File: src/rtl/kftvga_video_timing.sv
// Raster timing generator: 640x480@60 counters, stage-0 fetch decode, and a
// PIPE_DELAY-deep sync/enable pipeline. Optional vblank IRQ under KFTVGA_VBLANK_IRQ_EN.
module kftvga_video_timing #(
  parameter int H_ACTIVE    = 640,
  parameter int H_FRONT     = 16,
  parameter int H_SYNC      = 96,
  parameter int H_BACK      = 48,
  parameter int V_ACTIVE    = 480,
  parameter int V_FRONT     = 10,
  parameter int V_SYNC      = 2,
  parameter int V_BACK      = 33,
  parameter bit SYNC_ACTIVE = 1'b0,
  parameter int PIPE_DELAY  = 2
) (
  input  logic       video_clock,
  input  logic       video_reset,
`ifdef KFTVGA_VBLANK_IRQ_EN
  input  logic       irq_clear,
  output logic       vblank_irq,
`endif
  output logic [9:0] fetch_x,
  output logic [9:0] fetch_y,
  output logic       fetch_valid,
  output logic       line_start,
  output logic       frame_start,
  output logic       display_enable,
  output logic       video_h_sync,
  output logic       video_v_sync
);

  localparam int H_TOTAL = H_ACTIVE + H_FRONT + H_SYNC + H_BACK;
  localparam int V_TOTAL = V_ACTIVE + V_FRONT + V_SYNC + V_BACK;

  if (H_TOTAL > 1024 || V_TOTAL > 1024) begin : g_bad_total
    $error("kftvga_video_timing: H_TOTAL and V_TOTAL must not exceed 1024");
  end
  if (PIPE_DELAY < 1 || PIPE_DELAY > 4) begin : g_bad_delay
    $error("kftvga_video_timing: PIPE_DELAY must be in 1..4");
  end

  // Segment boundaries held at 11 bits so a total of exactly 1024 still compares correctly.
  localparam logic [10:0] H_ACT_END  = 11'(H_ACTIVE);
  localparam logic [10:0] H_SYNC_BEG = 11'(H_ACTIVE + H_FRONT);
  localparam logic [10:0] H_SYNC_END = 11'(H_ACTIVE + H_FRONT + H_SYNC);
  localparam logic [10:0] V_ACT_END  = 11'(V_ACTIVE);
  localparam logic [10:0] V_SYNC_BEG = 11'(V_ACTIVE + V_FRONT);
  localparam logic [10:0] V_SYNC_END = 11'(V_ACTIVE + V_FRONT + V_SYNC);
  localparam logic [9:0]  H_LAST     = 10'(H_TOTAL - 1);
  localparam logic [9:0]  V_LAST     = 10'(V_TOTAL - 1);

  logic [9:0]  h_count_q, h_count_d;
  logic [9:0]  v_count_q, v_count_d;
  logic [10:0] h_ext, v_ext;

  // NOTE: every variable gets a default first, so no path through the block can infer a latch.
  always_comb begin
    h_count_d = h_count_q + 10'd1;
    v_count_d = v_count_q;
    if (h_count_q == H_LAST) begin
      h_count_d = '0;
      if (v_count_q == V_LAST) begin
        v_count_d = '0;
      end else begin
        v_count_d = v_count_q + 10'd1;
      end
    end
  end

  // NOTE: sequential state uses <= so every flop samples the pre-edge values of its peers.
  always_ff @(posedge video_clock) begin
    if (video_reset) begin
      h_count_q <= '0;
      v_count_q <= '0;
    end else begin
      h_count_q <= h_count_d;
      v_count_q <= v_count_d;
    end
  end

  assign h_ext = {1'b0, h_count_q};
  assign v_ext = {1'b0, v_count_q};

  logic h_active, v_active, h_in_sync, v_in_sync;
  logic raw_de, raw_hs, raw_vs;

  assign h_active  = (h_ext < H_ACT_END);
  assign v_active  = (v_ext < V_ACT_END);
  assign h_in_sync = (h_ext >= H_SYNC_BEG) && (h_ext < H_SYNC_END);
  assign v_in_sync = (v_ext >= V_SYNC_BEG) && (v_ext < V_SYNC_END);

  assign raw_de = h_active & v_active & ~video_reset;
  assign raw_hs = h_in_sync ? SYNC_ACTIVE : ~SYNC_ACTIVE;
  assign raw_vs = v_in_sync ? SYNC_ACTIVE : ~SYNC_ACTIVE;

  // Stage-0 fetch interface: zero latency from the counters, silenced while reset is held.
  assign fetch_valid = raw_de;
  assign fetch_x     = raw_de ? h_count_q : '0;
  assign fetch_y     = raw_de ? v_count_q : '0;
  assign line_start  = ~video_reset & (h_count_q == '0) & v_active;
  assign frame_start = ~video_reset & (h_count_q == '0) & (v_count_q == '0);

  logic [PIPE_DELAY-1:0] de_pipe_q, de_pipe_d;
  logic [PIPE_DELAY-1:0] hs_pipe_q, hs_pipe_d;
  logic [PIPE_DELAY-1:0] vs_pipe_q, vs_pipe_d;

  always_comb begin
    de_pipe_d    = de_pipe_q;
    hs_pipe_d    = hs_pipe_q;
    vs_pipe_d    = vs_pipe_q;
    de_pipe_d[0] = raw_de;
    hs_pipe_d[0] = raw_hs;
    vs_pipe_d[0] = raw_vs;
    for (int i = 1; i < PIPE_DELAY; i++) begin
      de_pipe_d[i] = de_pipe_q[i-1];
      hs_pipe_d[i] = hs_pipe_q[i-1];
      vs_pipe_d[i] = vs_pipe_q[i-1];
    end
  end

  // NOTE: every pipeline stage takes reset, so a mid-frame reset cannot leak a stale pulse to the pins.
  always_ff @(posedge video_clock) begin
    if (video_reset) begin
      de_pipe_q <= '0;
      hs_pipe_q <= {PIPE_DELAY{~SYNC_ACTIVE}};
      vs_pipe_q <= {PIPE_DELAY{~SYNC_ACTIVE}};
    end else begin
      de_pipe_q <= de_pipe_d;
      hs_pipe_q <= hs_pipe_d;
      vs_pipe_q <= vs_pipe_d;
    end
  end

  assign display_enable = de_pipe_q[PIPE_DELAY-1];
  assign video_h_sync   = hs_pipe_q[PIPE_DELAY-1];
  assign video_v_sync   = vs_pipe_q[PIPE_DELAY-1];

`ifdef KFTVGA_VBLANK_IRQ_EN
  localparam logic [9:0] V_ACT10 = 10'(V_ACTIVE);

  logic irq_q, irq_d, irq_set;

  // Set on the first clock of vertical blanking; a simultaneous clear loses to the set.
  assign irq_set = ~video_reset & (h_count_q == '0) & (v_count_q == V_ACT10);

  always_comb begin
    irq_d = irq_set | (irq_q & ~irq_clear);
  end

  always_ff @(posedge video_clock) begin
    if (video_reset) begin
      irq_q <= 1'b0;
    end else begin
      irq_q <= irq_d;
    end
  end

  assign vblank_irq = irq_q;
`endif

endmodule

File: config.mk
export PLATFORM = sky130hd
export DESIGN_NAME = kftvga_video_timing
export DESIGN_NICKNAME = d
export VERILOG_FILES = /design/src/rtl/kftvga_video_timing.sv
export SDC_FILE = /design/constraint.sdc
export NUM_CORES = 1
export LEC_CHECK = 0
export CAP_MARGIN = 20
export CORE_MARGIN = 4
export CORE_UTILIZATION = 30
export CTS_CLUSTER_DIAMETER = 200
export DETAILED_ROUTE_END_ITERATION = 8
export GPL_TIMING_DRIVEN = 0
export PLACE_DENSITY = 0.48
export SETUP_SLACK_MARGIN = 0.05
export SYNTH_ARGS = -nofsm -noshare
export SYNTH_HDL_FRONTEND = slang
export SYNTH_SLANG_ARGS = --single-unit
File: constraint.sdc
create_clock -name video_clock -period 3.19 [get_ports video_clock]
set_input_delay 0.638 -clock video_clock [delete_from_list [all_inputs] [get_ports video_clock]]
set_output_delay 0.638 -clock video_clock [all_outputs]
set_load 0.005 [all_outputs]
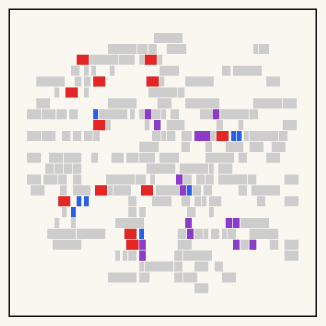
Run 1: gate families picked out
(4 px per um)
| color | family | cells | most used |
|---|---|---|---|
| blue | inv cells | 8 | inv_1 |
| purple | aoi and oai cells | 14 | o21ai_0 |
| red | xor and xnor cells | 12 | xnor2_1 |

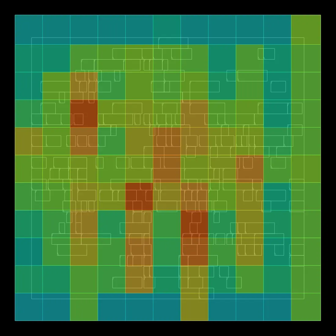
Run 1: track usage over the die
GR Util met1: 15.1%
GRT Resource Usage Total: 11.7%
GR peak layer: met2
Final Util: 40.6%
M2 GR Usage: 19.6%

==> out/results.ini, run 1 <==
[pwr]
switching_power_uw = 139
switching_share_pct = 23.1
p_seq_share_pct = 55.2
vdd_drop_max_mv = 0.142
pwr-share-comb_pct = 7.6
p_int_uw = 463
clockPowerShare_pct = 37.1
powerDensity_mw_per_mm2 = 334
power_leakage_nw = 0.689
power.total_uw = 602

[timing]
setup_slack_ns = 0.139
report.final.hold_viol_count = 0
max_freq_mhz = 328
finalCriticalPeriod_ns = 3.05
holdWs_ns = 0.415
final_max_slew_viol_count = 0
setup_violations = 0
fin_tns_setup_ns = 0
skew_ns = 0.00356
rsz0062_at_grt = false

[placed_design]
dp.cells = 245
dp_slack_ns = -0.166
place_congestion = 0.821
place_area_mm2 = 0.00173
port_buffers = 26

[synthesis]
netlist.area_leader.share_pct = 37.1
ff_type = dfxtp_1
ys_seq_share_pct = 37.1
async_flop_share_pct = 0
ys_cells = 167
synth_cell_type_count = 33
yosys_warnings = 0
largest_area_cell = dfxtp_1
syn_nets = 173
edf_count = 0
synthTopCellsByArea = dfxtp_1 (37%), and2_1 (8.0%), nor2_1 (5.6%)
synthMuxAreaShare_pct = 0
synth-simple-area-share_pct = 39.3
aoi_share_pct = 5.44
most_common_cell = dfxtp_1
xor_share_pct = 7.49
netlist_area_mm2 = 0.00140
logic_family = simple AND/OR/NAND/NOR gates
avgSynthCellArea_um2 = 8.40
syn_inst = 167
yosysChipArea_mm2 = 0.00140
ys.flops = 26

[cells_and_area]
seq_share_pct = 28.9
drive_gt1_share_pct = 11.2
comb_cells = 124
flops = 26
instances_no_fill = 249
sh_comb_area_pct = 44.4
nNetsFinal = 204
final-nonclk-buf-share_pct = 18.4
lay_top_cells = dfxtp_1 (26), clkdlybuf4s50_1 (26), nor2_1 (21)
nClkBuffers = 4
dominant_cells = multi-input combinational cells
areaGrowthSynthToFinish_pct = 28.5
clock_area_share_pct = 3.05
stdcell_area_mm2 = 0.00180
num-fill-cells = 455
flop_area_um2 = 520
inv_count = 8

[floorplan]
nWellTaps = 52
die_h_um = 76.4
chip_area_mm2 = 0.00583
initial_core_util_pct = 31.6
io_pins = 28
coreArea_mm2 = 0.00444
rows = 24
die_x_um = 76.4

[global_route]
gr-total-overflow = 0
antenna_found_initial = 0
met3_usage_pct = 2.48
first_global_vias = 1169
grt_max_degree = 15
grt_pass1_wl_um = 5680

[detailed_routing]
vias = 1218
drt_iter0_markers = 76
ant_nets = 0
remaining_drc_errors = 0
firstDrtPassIters = 4
wire_per_inst_um = 13.8
drt-vias-per-instance = 4.89

[clock_tree]
post_cts_resized = 3
ctsRootBufferMaster = clkbuf_8
cts_sinks = 26
clockBufferDepth = 2
cts.clk_slew.worst_paths_ns = 0.09
insertion_delay_ns = 0.28
cts_hold_buf = 0
cts_tree = done
cts.htree.levels = 1
post_cts_buffers = 0
cts_made_buffers = 3

[min_path]
whs_endpoint = vs_pipe_q[1]
whs_path_depth = 1

[critical_path]
cp_top_family = buffers and inverters
slowest_delay_ns = 0.53
crit_type = input pin to primary output
setup.worst_path.end_class = primary output
reg2reg_depth = 5
cp_data_required_time_ns = 2.55
crit_start = video_reset
endpoint = fetch_y[4]
reg2reg_from = h_count_q[0]
cp_common_cell = clkdlybuf4s50_1
worst_path_max_delay_cell = clkdlybuf4s50_1
start_kind = input pin
arrival_ns = 2.41
rr_endpoint = v_count_q[6]
crit_buf_inv = 3
crit_chain = clkdlybuf4s50_1, nor4b_4, clkbuf_4, and2_1, clkdlybuf4s50_1

[run]
cap_viol_max_count = 0

[run_status]
outcome = completed

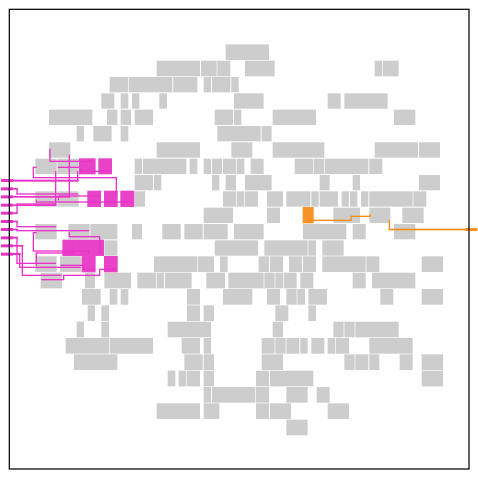
Run 1: port wiring
(6 px per um)
| color | port | direction | end cells | buffers | wire |
|---|---|---|---|---|---|
| orange | line_start | output | 1 | 1 | 25.3 um |
| magenta | fetch_x | output | 10 | 10 | 232 um |

-- run 1: metal layers --
layer,up-vias,share of wire (%)
met4,0,1.3
met3,5,4.8
li1,622,-
met1,554,48
met5,-,0
met2,37,46
-- run 1: power by group through the flow --
stage	Clock, mW	Combinational, mW	Sequential (mW)
2_1_floorplan	0	0.0238	0.339
3_3_place_gp	0	0.0444	0.340
3_5_place_dp	0	0.0449	0.340
4_1_cts	0.230	0.0460	0.333
5_1_grt	0.238	0.0513	0.334
6_report	0.223	0.0460	0.333
-- run 1: logic make-up (layout without fill, tap and decap cells) --
group | after synthesis | count (layout)
buffers and inverters | 17 | 47
AND/OR/NAND/NOR | 93 | 93
other | 1 | 1
XOR/XNOR | 12 | 12
AND-OR/OR-AND | 14 | 14
adder cells (fa/ha/maj) | 4 | 4
flip-flops | 26 | 26
--- run 2 (diff from run 1) ---
- CAP_MARGIN: 20 -> 5
- CORE_MARGIN: 4 -> not set
==> run 2 against run 1 <==
Against the previous run:
- critical path depth is 1 higher
- clock-buffer cell count unchanged
- combinational power fell by 3%
- sequential share of layout area did not move
- worst setup slack improved by 0.18 ns
- highest routed layer unchanged
- clock skew about the same
- cell count unchanged
- critical path type is now flop to primary output
- via count down 0.49%
- maximum frequency grew 6.3%
- sequential cell count is the same
- first-iteration DRC count up 1.3%
==> out/results.ini, run 2 <==
[synthesis]
netlist.area_leader.share_pct = 37.1  ; unchanged
ys_cells = 167  ; unchanged
adder_share_pct = 3.57
largest_area_cell = dfxtp_1
syn_nets = 173  ; unchanged
synthMuxAreaShare_pct = 0  ; unchanged
ys_seq_share_pct = 37.1  ; unchanged
edf_count = 0  ; unchanged
yosysChipArea_mm2 = 0.00140  ; unchanged
netlist_area_mm2 = 0.00140  ; unchanged
logic_family = simple AND/OR/NAND/NOR gates
async_flop_share_pct = 0  ; unchanged
xor_share_pct = 7.49  ; unchanged
aoi_share_pct = 5.44  ; unchanged
ff_type = dfxtp_1
ys.flops = 26  ; unchanged
yosys_warnings = 0  ; unchanged
synthTopCellsByCount = dfxtp_1 (26), nor2_1 (21), and2_1 (18), nand4_1 (10), xnor2_1 (9)
synth_cell_type_count = 33  ; unchanged
synthTopCellsByArea = dfxtp_1 (37%), and2_1 (8.0%), nor2_1 (5.6%)
most_common_cell = dfxtp_1
synth-simple-area-share_pct = 39.3  ; unchanged
avgSynthCellArea_um2 = 8.40  ; unchanged
syn_inst = 167  ; unchanged

[run]
tool_warnings = 28
cap_viol_max_count = 0  ; unchanged

[detailed_routing]
firstDrtPassIters = 4  ; unchanged
met2_wirelength_um = 1580  ; about the same
met3_wirelength_um = 131  ; -20%
drt-vias-per-instance = 4.87  ; -0.49%
met1_length_um = 1540  ; -7.3%
remaining_drc_errors = 0  ; unchanged
ant_nets = 0  ; unchanged
drt_iter0_markers = 77  ; +1.3%
top_layer_used = met4

[critical_path]
setup.worst_path.end_class = primary output
start_kind = flop
reg2reg_depth = 5  ; unchanged
cp.depth = 6
slowest_delay_ns = 0.50  ; -0.03 ns
crit_type = flop to primary output
r2r_slack_ns = 1.28
cp_data_required_time_ns = 2.55  ; about the same
arrival_ns = 2.23  ; -0.18 ns
worst_path_max_delay_cell = clkdlybuf4s50_1
cp_top_family = buffers and inverters
crit_path_max_fanout = 10
crit_chain = buf_4, o21ai_0, nor4b_4, clkbuf_2, and2_1, clkdlybuf4s50_1
crit_buf_inv = 3  ; unchanged

[floorplan]
io_pins = 28  ; unchanged
die_x_um = 70.4  ; -7.9%
coreArea_mm2 = 0.00441  ; -0.68%
initial_core_util_pct = 31.8  ; +0.21 points
die_h_um = 70.4  ; -7.9%
chip_area_mm2 = 0.00495  ; -15%
rows = 24  ; unchanged

[timing]
max_freq_mhz = 348  ; +6.3%
tightest_slew_ns = 0.514
setup_violations = 0  ; unchanged
timing.final.crit_share_pct = 90.0
setup_slack_ns = 0.320  ; +0.181 ns
finalCriticalPeriod_ns = 2.87  ; -0.181 ns
final_max_slew_viol_count = 0  ; unchanged
report.final.hold_viol_count = 0  ; unchanged
rsz0062_at_grt = false
relSlewSlack_pct = 65.8
holdWs_ns = 0.414  ; -0.000784 ns
fin_tns_setup_ns = 0  ; unchanged
skew_ns = 0.00327  ; -0.000283 ns

[min_path]
hold_class = flop to flop
whs_path_depth = 1  ; unchanged

[cells_and_area]
nNetsFinal = 204  ; unchanged
drive_gt1_share_pct = 11.2  ; unchanged
lay_top_cells = dfxtp_1 (26), clkdlybuf4s50_1 (25), nor2_1 (21)
final_util_pct = 40.8  ; +0.28 points
lay_top_count = dfxtp_1
areaGrowthSynthToFinish_pct = 28.5  ; unchanged
stdcell_area_mm2 = 0.00180  ; unchanged
num_antenna_cells = 0
instances_no_fill = 249  ; unchanged
reg_top3 = h_count_q x10, v_count_q x10

[global_route]
first_global_vias = 1194  ; +2.1%
met3_usage_pct = 2.02  ; -0.46 points
grt_max_degree = 15  ; unchanged
grt_pass1_wl_um = 5510  ; -2.9%
antenna_found_initial = 0  ; unchanged
busiest_layer = met2
met2_usage_pct = 24.0  ; +4.4 points
gr-total-overflow = 0  ; unchanged

[clock_tree]
ctsRootBufferMaster = clkbuf_8
post_cts_buffers = 0  ; unchanged
cts_hold_buf = 0  ; unchanged
cts.clk_slew.worst_paths_ns = 0.09  ; about the same
cts.htree.levels = 1  ; unchanged
clockBufferDepth = 2  ; unchanged
cts_tree = done
post_cts_resized = 3  ; unchanged
cts_made_buffers = 3  ; unchanged
insertion_delay_ns = 0.27  ; about the same
cts_sinks = 26  ; unchanged

[pwr]
vdd_drop_max_mv = 0.144  ; +1.6%
power.total_uw = 592  ; -1.6%
power_leakage_nw = 0.698  ; +1.3%
powerDensity_mw_per_mm2 = 328  ; -1.6%

[placed_design]
port_buffers = 26  ; unchanged
dp.cells = 245  ; unchanged
dp_slack_ns = -0.0970  ; +0.0688 ns
place_congestion = 0.784  ; -4.6%
hpwl_um = 2390
place_area_mm2 = 0.00173  ; unchanged

[run_status]
outcome = completed

-- run 2: report_power, final --
part	switching, mW	total [mW]	internal [mW]
logic	0.0220	0.0448	0.0228
registers	0.00365	0.332	0.329
clock network	0.105	0.215	0.110
-- run 2: final timing paths --
| kind | from | end |
|---|---|---|
| setup / recovery | h_count_q[7] | fetch_x[3] |
| hold / removal | vs_pipe_q[0] | vs_pipe_q[1] |
| setup reg to reg | h_count_q[0] | v_count_q[6] |
| hold reg to reg | vs_pipe_q[0] | vs_pipe_q[1] |
-- run 2: layout make-up --
class	count	area (um^2)
multi-input combinational	124	801
fill	442	2610
inverter	8	30.0
buffer	9	68.8
clock buffer	4	55.1
sequential	26	520
tap	52	65.1
timing repair buffer	26	263
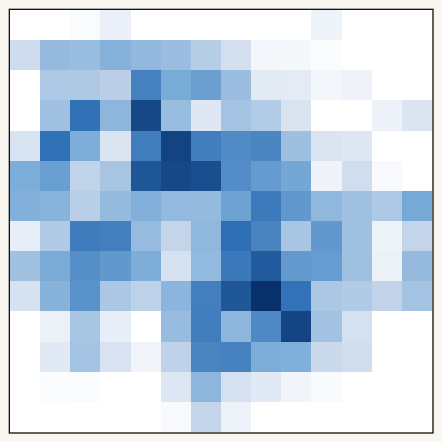
Run 2: signal metal coverage by tile
(6 px per um) 14 x 14 tiles, from white (low) to dark blue (high), scaled to the fullest tile. Values are wire area over tile area, all layers added.
nearly empty tiles: 25%
emptiest ninth of the die: upper right
tiles over half the peak: 21%
fullest tile: 0.35
mean over tiles: 0.10
WL final: 3270 um
WL/cell: 13.1 um
Vias: 1212

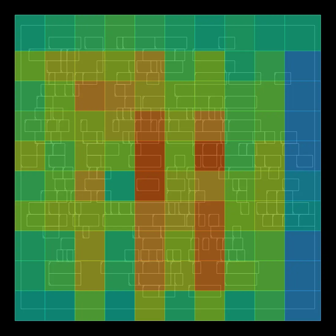
Run 2: track usage over the die
GR Util met1: 18.0%
GRT Resource Usage Total: 13.9%

--- run 3 (diff from run 2) ---
- CORE_MARGIN: not set -> 2
- CORE_UTILIZATION: 30 -> 47
- PLACE_DENSITY: 0.48 -> 0.71
==> run 3 against run 2 <==
Against the previous run:
- the run now ends with design-rule violations left
- synthesized area stayed put
- via count is 1.5% higher
- final area shrank 3.9%
- clock-buffer cell count decreased by 1
- synthesized cell count is the same
- total power down 13%
- sequential power about the same
- worst setup slack got worse by 0.15 ns
- clock power shrank 36%
- sequential share of layout area grew 1.2 points
- die size decreased by 31%
- wire length shrank 7.2%
==> out/results.ini, run 3 <==
[clock_tree]
cts_made_buffers = 3  ; unchanged
cts_hold_buf = 0  ; unchanged
post_cts_resized = 2  ; -1
cts.htree.levels = 1  ; unchanged

[synthesis]
ff_type = dfxtp_1
syn_inst = 167  ; unchanged
largest_area_cell = dfxtp_1
synthTopCellsByCount = dfxtp_1 (26), nor2_1 (21), and2_1 (18), nand4_1 (10), xnor2_1 (9)
netlist_area_mm2 = 0.00140  ; unchanged
avgSynthCellArea_um2 = 8.40  ; unchanged
logic_family = simple AND/OR/NAND/NOR gates
ys_cells = 167  ; unchanged
syn_nets = 173  ; unchanged
aoi_share_pct = 5.44  ; unchanged
netlist.area_leader.share_pct = 37.1  ; unchanged
edf_count = 0  ; unchanged
synth_cell_type_count = 33  ; unchanged
synthMuxAreaShare_pct = 0  ; unchanged
most_common_cell = dfxtp_1

[cells_and_area]
seq_share_pct = 30.0  ; +1.2 points
comb_cells = 124  ; unchanged
reg_top3 = h_count_q x10, v_count_q x10
final-nonclk-buf-share_pct = 19.0  ; +0.60 points
lay_top_cells = dfxtp_1 (26), clkdlybuf4s50_1 (26), nor2_1 (21)
flops = 26  ; unchanged
flop_area_um2 = 520  ; unchanged
inv_count = 8  ; unchanged
drive_gt1_share_pct = 10.7  ; -0.45 points
num-fill-cells = 266  ; -40%
areaGrowthSynthToFinish_pct = 23.6
buffers = 35  ; unchanged
dominant_cells = multi-input combinational cells
logic_area_um2 = 792  ; -1.1%
clock_area_share_pct = 1.30  ; -1.8 points

[global_route]
first_global_vias = 1113  ; -6.8%
antenna_found_initial = 0  ; unchanged
gr-total-overflow = 0  ; unchanged
busiest_layer = met2
grt_pass1_wl_um = 5000  ; -9.4%
met3_usage_pct = 3.08  ; +1.1 points
grtUsageMet1_pct = 22.8  ; +4.8 points

[critical_path]
crit_start = video_reset
arrival_ns = 2.38  ; +0.15 ns
crit_type = input pin to primary output
slowest_delay_ns = 0.51  ; about the same
crit_path_max_fanout = 10  ; unchanged
crit_chain = clkdlybuf4s50_1, nor4b_2, clkbuf_2, and2_1, clkdlybuf4s50_1

[run_status]
outcome = finished with violations
violations = design-rule violations

[pwr]
pwr-share-comb_pct = 8.9  ; +1.3 points
switching_share_pct = 23.2  ; +1.2 points
clockPowerShare_pct = 26.6  ; -9.7 points
p_int_uw = 396  ; -14%
power_leakage_nw = 0.663  ; -5.0%
power.total_uw = 516  ; -13%
combinationalPower_uw = 45.8  ; +2%
vdd_drop_max_mv = 0.197  ; +37%

[placed_design]
dp.cells = 224  ; -8.6%
place_congestion = 0.815  ; +4.0%
hpwl_um = 2210  ; -7.5%

[min_path]
hold_class = flop to flop
hold_start = hs_pipe_q[0]

[detailed_routing]
drt-vias-per-instance = 5.42  ; +11%
met3_wirelength_um = 171  ; +31%
top_layer_used = met4
remaining_drc_errors = 2  ; +2
drt_iter0_markers = 42  ; -45%
wire_per_inst_um = 13.4  ; +1.8%

[floorplan]
io_pins = 28  ; unchanged
nWellTaps = 31  ; -40%
die_x_um = 58.6  ; -17%
coreArea_mm2 = 0.00281  ; -36%
initial_core_util_pct = 50.0  ; +18 points

[timing]
max_freq_mhz = 332  ; -4.8%
final_max_slew_viol_count = 0  ; unchanged
finalCriticalPeriod_ns = 3.02  ; +0.146 ns
timing.final.crit_share_pct = 94.5  ; +4.6 points
setup_violations = 0  ; unchanged

[run]
cap_viol_max_count = 0  ; unchanged
tool_warnings = 28  ; unchanged

run 3: worst max-delay path, delay by kind of cell:
kind | cells | cell delay [ns]
and+or+nand+nor | 2 | 0.48
buffers and inverters | 3 | 1.25
run 3: through the flow:
stage                     setup slack (ns)  util [%]  area (um^2)
after global routing                0.0586      61.8         1730
after CTS                           0.0607      61.6         1730
final                                0.174      61.8         1730
after floorplan                       1.18         -         1400
after detailed placement           -0.0302      60.7         1700
after global placement              0.0319      60.7         1700
run 3: final timing paths:
path	depth (start not counted)	endpoint	slack (ns)
worst min register to register	1	hs_pipe_q[1]	0.43
worst max register to register	5	v_count_q[6]	1.20
worst min-delay path	1	hs_pipe_q[1]	0.43
worst max-delay path	5	fetch_y[0]	0.17
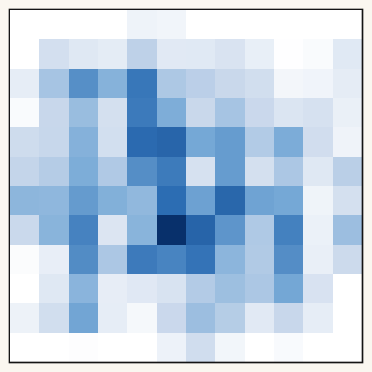
Run 3: signal metal coverage by tile
(6 px per um) 12 x 12 tiles, from white (low) to dark blue (high), scaled to the fullest tile. Values are wire area over tile area, all layers added.
densest ninth of the die: center
tiles over half the peak: 19%
emptiest ninth of the die: upper right
fullest tile: 0.51
nearly empty tiles: 16%
mean over tiles: 0.14

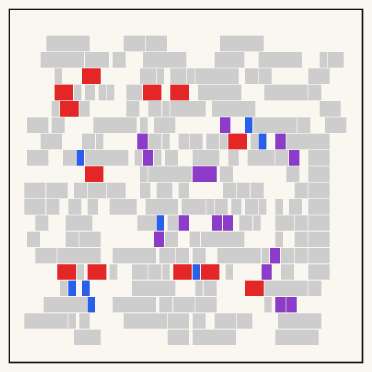
Run 3: gate families picked out
(6 px per um)
| color | family | cells | most used |
|---|---|---|---|
| blue | inv cells | 8 | inv_1 |
| purple | aoi and oai cells | 14 | o21ai_0 |
| red | xor and xnor cells | 12 | xnor2_1 |
logic share of the area: 45.7%
Post-Layout Cell Count: 227


==> layout pictures side by side <==
Clock network drawn from the DEF.
shot_01.png
(6 px per um)
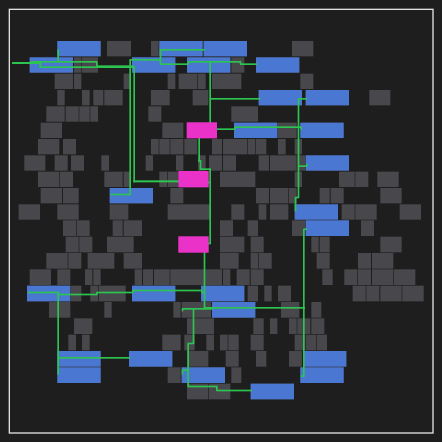
shot_02.png
(8 px per um)
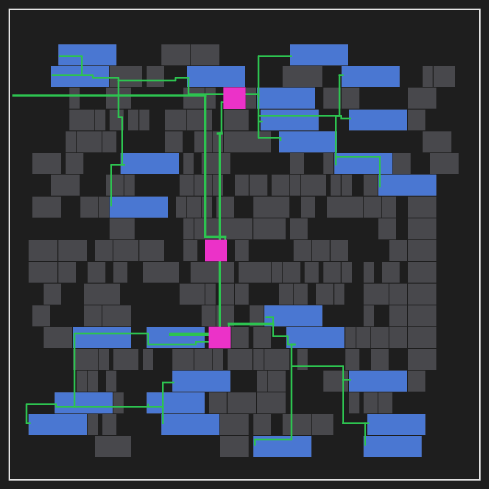
shot_03.png
(6 px per um)
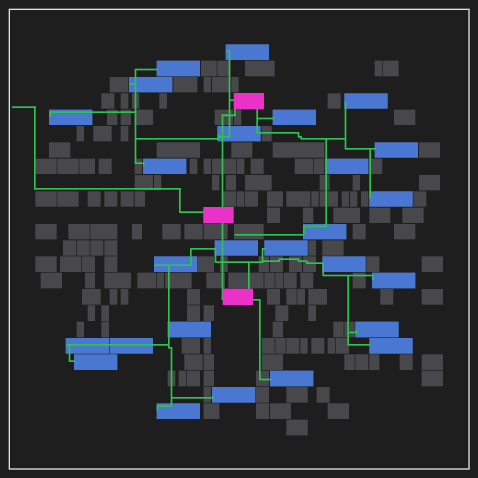
shot_02.png comes from run 3.
shot_01.png comes from run 2.
shot_03.png comes from run 1.
Of these, largest die: shot_03.png

Power figures rest on the tool's default switching activity, not on a simulated workload.
